File: src/rtl/mem_pkg.sv
// Shared defaults and FSM state type for the wait-state memory slave.
package mem_pkg;

  localparam int WIDTH_DEF = 16;
  localparam int DEPTH_DEF = 64;

  typedef enum logic [1:0] {
    IDLE = 2'd0,
    WAIT = 2'd1,
    RESP = 2'd2
  } state_e;

endpackage

File: src/rtl/mem_wait_slave_if.sv
// valid/ready/wr_rd memory bus between a master and the wait-state slave.
interface mem_wait_slave_if #(
  parameter int WIDTH      = 16,
  parameter int ADDR_WIDTH = 6
);

  logic                  valid;
  logic                  wr_rd;
  logic [ADDR_WIDTH-1:0] addr;
  logic [WIDTH-1:0]      wdata;
  logic                  ready;
  logic [WIDTH-1:0]      rdata;

  modport master (
    output valid, wr_rd, addr, wdata,
    input  ready, rdata
  );

  modport slave (
    input  valid, wr_rd, addr, wdata,
    output ready, rdata
  );

endinterface

File: src/rtl/mem_array.sv
// DEPTH x WIDTH storage: one synchronous write port, one combinational read port,
// cleared by the asynchronous reset. Out-of-range writes are dropped, reads return 0.
module mem_array #(
  parameter int WIDTH      = 16,
  parameter int DEPTH      = 64,
  parameter int ADDR_WIDTH = $clog2(DEPTH)
) (
  input  logic                  clk_i,
  input  logic                  rst_i,
  input  logic                  we,
  input  logic [ADDR_WIDTH-1:0] waddr,
  input  logic [WIDTH-1:0]      wdata,
  input  logic [ADDR_WIDTH-1:0] raddr,
  output logic [WIDTH-1:0]      rdata
);

  localparam bit POW2 = (DEPTH == (1 << ADDR_WIDTH));

  logic [WIDTH-1:0] mem_q [DEPTH];

  logic wr_in_range;
  logic rd_in_range;

  assign wr_in_range = POW2 || (int'(waddr) < DEPTH);
  assign rd_in_range = POW2 || (int'(raddr) < DEPTH);

  // NOTE: every word is cleared on reset, so this storage maps to flops rather than a RAM macro.
  always_ff @(posedge clk_i or negedge rst_i) begin
    if (!rst_i) begin
      for (int i = 0; i < DEPTH; i++) mem_q[i] <= '0;
    end else if (we && wr_in_range) begin
      mem_q[waddr] <= wdata;
    end
  end

  assign rdata = rd_in_range ? mem_q[raddr] : '0;

endmodule

File: src/rtl/mem_wait_slave.sv
// Memory slave: latches one request per handshake, waits WAIT_CYCLES, then pulses ready
// for one cycle with read data registered alongside.
module mem_wait_slave
  import mem_pkg::*;
#(
  parameter int WIDTH       = WIDTH_DEF,
  parameter int DEPTH       = DEPTH_DEF,
  parameter int ADDR_WIDTH  = $clog2(DEPTH),
  parameter int WAIT_CYCLES = 2
) (
  input  logic clk_i,
  input  logic rst_i,
  mem_wait_slave_if.slave bus
);

  localparam int CNT_W = (WAIT_CYCLES > 1) ? $clog2(WAIT_CYCLES) : 1;

  state_e                state_q, state_d;
  logic [CNT_W-1:0]      cnt_q, cnt_d;
  logic                  wr_q, wr_d;
  logic [ADDR_WIDTH-1:0] addr_q, addr_d;
  logic [WIDTH-1:0]      wdata_q, wdata_d;
  logic [WIDTH-1:0]      rdata_q, rdata_d;

  logic [ADDR_WIDTH-1:0] mem_raddr;
  logic [WIDTH-1:0]      mem_rdata;
  logic                  mem_we;

  // With zero wait states the read happens in the capture cycle, before the latch holds the address.
  assign mem_raddr = (state_q == IDLE) ? bus.addr : addr_q;
  assign mem_we    = (state_q == RESP) && wr_q;

  mem_array #(
    .WIDTH     (WIDTH),
    .DEPTH     (DEPTH),
    .ADDR_WIDTH(ADDR_WIDTH)
  ) u_mem_array (
    .clk_i(clk_i),
    .rst_i(rst_i),
    .we   (mem_we),
    .waddr(addr_q),
    .wdata(wdata_q),
    .raddr(mem_raddr),
    .rdata(mem_rdata)
  );

  // NOTE: every signal gets a default first so no path through the case leaves a latch.
  always_comb begin
    state_d = state_q;
    cnt_d   = cnt_q;
    wr_d    = wr_q;
    addr_d  = addr_q;
    wdata_d = wdata_q;
    rdata_d = rdata_q;
    unique case (state_q)
      IDLE: begin
        if (bus.valid) begin
          wr_d    = bus.wr_rd;
          addr_d  = bus.addr;
          wdata_d = bus.wdata;
          if (WAIT_CYCLES == 0) begin
            state_d = RESP;
            if (!bus.wr_rd) rdata_d = mem_rdata;
          end else begin
            state_d = WAIT;
            cnt_d   = CNT_W'(WAIT_CYCLES - 1);
          end
        end
      end
      WAIT: begin
        if (cnt_q == '0) begin
          state_d = RESP;
          if (!wr_q) rdata_d = mem_rdata;
        end else begin
          cnt_d = cnt_q - CNT_W'(1);
        end
      end
      RESP:    state_d = IDLE;
      default: state_d = IDLE;
    endcase
  end

  // NOTE: sequential state uses non-blocking assignments so all flops update from pre-edge values.
  always_ff @(posedge clk_i or negedge rst_i) begin
    if (!rst_i) begin
      state_q <= IDLE;
      cnt_q   <= '0;
      wr_q    <= 1'b0;
      addr_q  <= '0;
      wdata_q <= '0;
      rdata_q <= '0;
    end else begin
      state_q <= state_d;
      cnt_q   <= cnt_d;
      wr_q    <= wr_d;
      addr_q  <= addr_d;
      wdata_q <= wdata_d;
      rdata_q <= rdata_d;
    end
  end

  assign bus.ready = (state_q == RESP);
  assign bus.rdata = rdata_q;

endmodule
File: src/flat_wrapper.sv
// flat-port wrapper written by rule: the top's interface ports become plain ports
module mem_wait_slave_flat import mem_pkg::*;
#(
  parameter int WIDTH       = WIDTH_DEF,
  parameter int DEPTH       = DEPTH_DEF,
  parameter int ADDR_WIDTH  = $clog2(DEPTH),
  parameter int WAIT_CYCLES = 2
)
  (clk_i, rst_i, bus_valid, bus_wr_rd, bus_addr, bus_wdata, bus_ready, bus_rdata);
  mem_wait_slave_if #(.WIDTH(WIDTH), .ADDR_WIDTH(ADDR_WIDTH)) bus_i ();
  input  logic clk_i;
  input  logic rst_i;
  input wire logic [$bits(bus_i.valid)-1:0] bus_valid;
  input wire logic [$bits(bus_i.wr_rd)-1:0] bus_wr_rd;
  input wire logic [$bits(bus_i.addr)-1:0] bus_addr;
  input wire logic [$bits(bus_i.wdata)-1:0] bus_wdata;
  output wire logic [$bits(bus_i.ready)-1:0] bus_ready;
  output wire logic [$bits(bus_i.rdata)-1:0] bus_rdata;
  assign bus_i.valid = bus_valid;
  assign bus_i.wr_rd = bus_wr_rd;
  assign bus_i.addr = bus_addr;
  assign bus_i.wdata = bus_wdata;
  assign bus_ready = bus_i.ready;
  assign bus_rdata = bus_i.rdata;
  mem_wait_slave #(.WIDTH(WIDTH), .DEPTH(DEPTH), .ADDR_WIDTH(ADDR_WIDTH), .WAIT_CYCLES(WAIT_CYCLES)) u_core (.clk_i(clk_i), .rst_i(rst_i), .bus(bus_i));
endmodule
File: config.mk
export PLATFORM = sky130hd
export DESIGN_NAME = mem_wait_slave_flat
export DESIGN_NICKNAME = d
export VERILOG_FILES = /design/src/rtl/mem_pkg.sv /design/src/rtl/mem_wait_slave_if.sv /design/src/rtl/mem_array.sv /design/src/rtl/mem_wait_slave.sv /design/src/flat_wrapper.sv
export SDC_FILE = /design/constraint.sdc
export NUM_CORES = 2
export LEC_CHECK = 0
export CAP_MARGIN = 20
export CORE_MARGIN = 5
export CORE_UTILIZATION = 66
export CTS_BUF_LIST = sky130_fd_sc_hd__clkbuf_4 sky130_fd_sc_hd__clkbuf_8
export DETAILED_ROUTE_END_ITERATION = 8
export PLACE_DENSITY = 0.91
export SETUP_SLACK_MARGIN = 0.2
export SLEW_MARGIN = 15
export SYNTH_ARGS = -nofsm -noshare
export SYNTH_HDL_FRONTEND = slang
export SYNTH_SLANG_ARGS = --single-unit
export TNS_END_PERCENT = 20
File: constraint.sdc
create_clock -name clk_i -period 3.67 [get_ports clk_i]
set_input_delay 1.101 -clock clk_i [delete_from_list [all_inputs] [get_ports clk_i]]
set_output_delay 1.101 -clock clk_i [all_outputs]
set_load 0.02 [all_outputs]
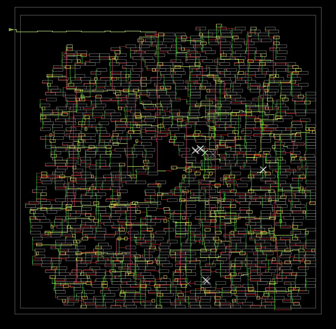
*Clock wiring as the flow saved it*
Worst Skew: 0.0677 ns
CLK BUF: 271
Seq cells: 1066

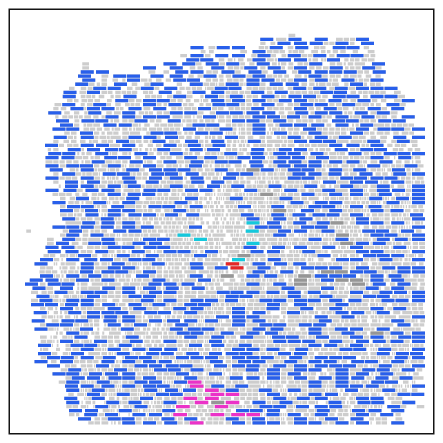
*Register map, names as in the netlist*
Drawn at 1.5 px/um. Other sequential cells in the stronger grey, the rest of the logic in the fainter grey.
legend:
  u_core.u_mem_array.mem_q:
    colour: blue
    flops: 1024
    where: widely spread
  u_core.wdata_q:
    colour: magenta
    flops: 16
    where: south
  u_core.state_q:
    colour: red
    flops: 2
  u_core.addr_q:
    colour: cyan
    flops: 6
    where: centre
sequential cell power: 17100 uW
fraction of area in registers: 47.9%
register area: 26700 um2

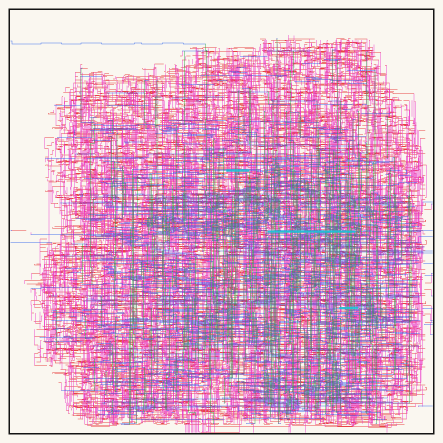
*Routed metal, one colour a layer*
Drawn at 1.5 px/um.
legend:
  metal 1:
    colour: red
    wire_length: 52.7 mm
  metal 5:
    colour: cyan
    wire_length: 81.9 um
  metal 2:
    colour: magenta
    wire_length: 69.1 mm
  metal 3:
    colour: blue
    wire_length: 21.0 mm
  metal 4:
    colour: green
    wire_length: 13800 um

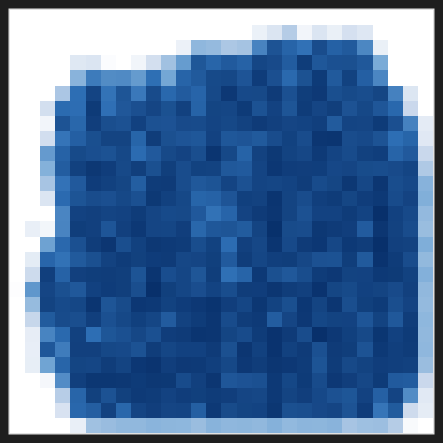
*Placement density heat map*
Drawn at 1.5 px/um. 28 x 28 tiles, from white (low) to dark blue (high), 0 to 100% covered.
fullest tile: 100%
emptiest ninth of the die: north-west
mean over tiles: 69%
tiles over 75% full: 69%
nearly empty tiles: 16%

==> impl_metrics.tcl <==
# implementation run metrics
set metrics [dict create \
    status "finished with violations" \
    violations "DRC" \
    port_buffers 42 \
    die_h_um 282 \
    crit_family "simple AND/OR/NAND/NOR gates" \
    logic_gates 2338 \
    hold_viol 0 \
    critPathMaxStageDelay_ns 0.52 \
    fin_crit_sh_pct 99.3 \
    r2r_end "u_core.bus.rdata[10]" \
    place.gp.congestion 0.949 \
    report.final.slew_viol_count 0 \
    lay_top_count "mux2_2" \
    syn_to_final_growth_pct 14.0 \
    yosys_cells 3743 \
    r2r-start "u_core.state_q[0]" \
    nNonClkInverters 4 \
    mi_logic_area_um2 20800 \
    wirelength_um 157000 \
    die_area_um2 79600 \
    synth_seq_share_pct 54.6 \
    synth.cell_area_um2 48900 \
    fp_util_pct 66.7 \
    gr-total-overflow 0 \
    fmax_mhz 274 \
    cp_num_buf_inv 3 \
    lay_top_cells "mux2_2 (1077), dfrtp_1 (1049), nand2_1 (332)" \
    endpoint_kind "register" \
    final_cells 5008 \
    path_depth 10 \
    cts-htree-levels 4 \
    internal-power_uw 27000 \
    mux_area_share_pct 31.3 \
    yosysUniqueCellTypes 60 \
    fill_cells 3640 \
    p_sw_share_pct 40.9 \
    met2_usage_pct 56.9 \
    synthCells 3743 \
    cts.sink_count 1066 \
    synthAdderAreaFrac_pct 0 \
    routed-wl-met3_um 21000 \
    comb_power_share_pct 38.6 \
    synth-compound-area-share_pct 5.05 \
    power_leakage_uw 0.0274 \
    clk_latency_ns 0.87 \
    dp.cells 4701 \
    largest_reg_flops 1024 \
    drc 30 \
    vias_per_cell 7.29 \
    grt_max_degree 102 \
    final-clk-cell-share_pct 6.52 \
    p_per_area_nw_per_um2 819 \
    clock_path_buffers 3 \
    cts.repair.resized 1 \
    yosys.area_share.simple_pct 6.01 \
    vias 36500 \
    hold_path.class "in -> async" \
    dp_hpwl_um 87600 \
    crit_chain "buf_4, nor2_1, buf_4, nand2_1, nand2_1, o21ai_0, nor4_2, a21oi_1, buf_4, a211o_1" \
    finalSetupTns_ns 0 \
    syn_area_per_cell_um2 13.1 \
    nets 3941 \
    cts_hold_buf 0 \
    taps 959 \
    drt_iter0_drc 5753 \
    drive_gt1_share_pct 44.3 \
    antenna_cells 5 \
    setup_violations 0 \
    clkPwrFrac_pct 24.0 \
    pwr-share-seq_pct 37.4 \
    track_usage_pct 38.2 \
    yosysTopAreaCell "dfrtp_1" \
]
Power and IR drop assume default switching activity.
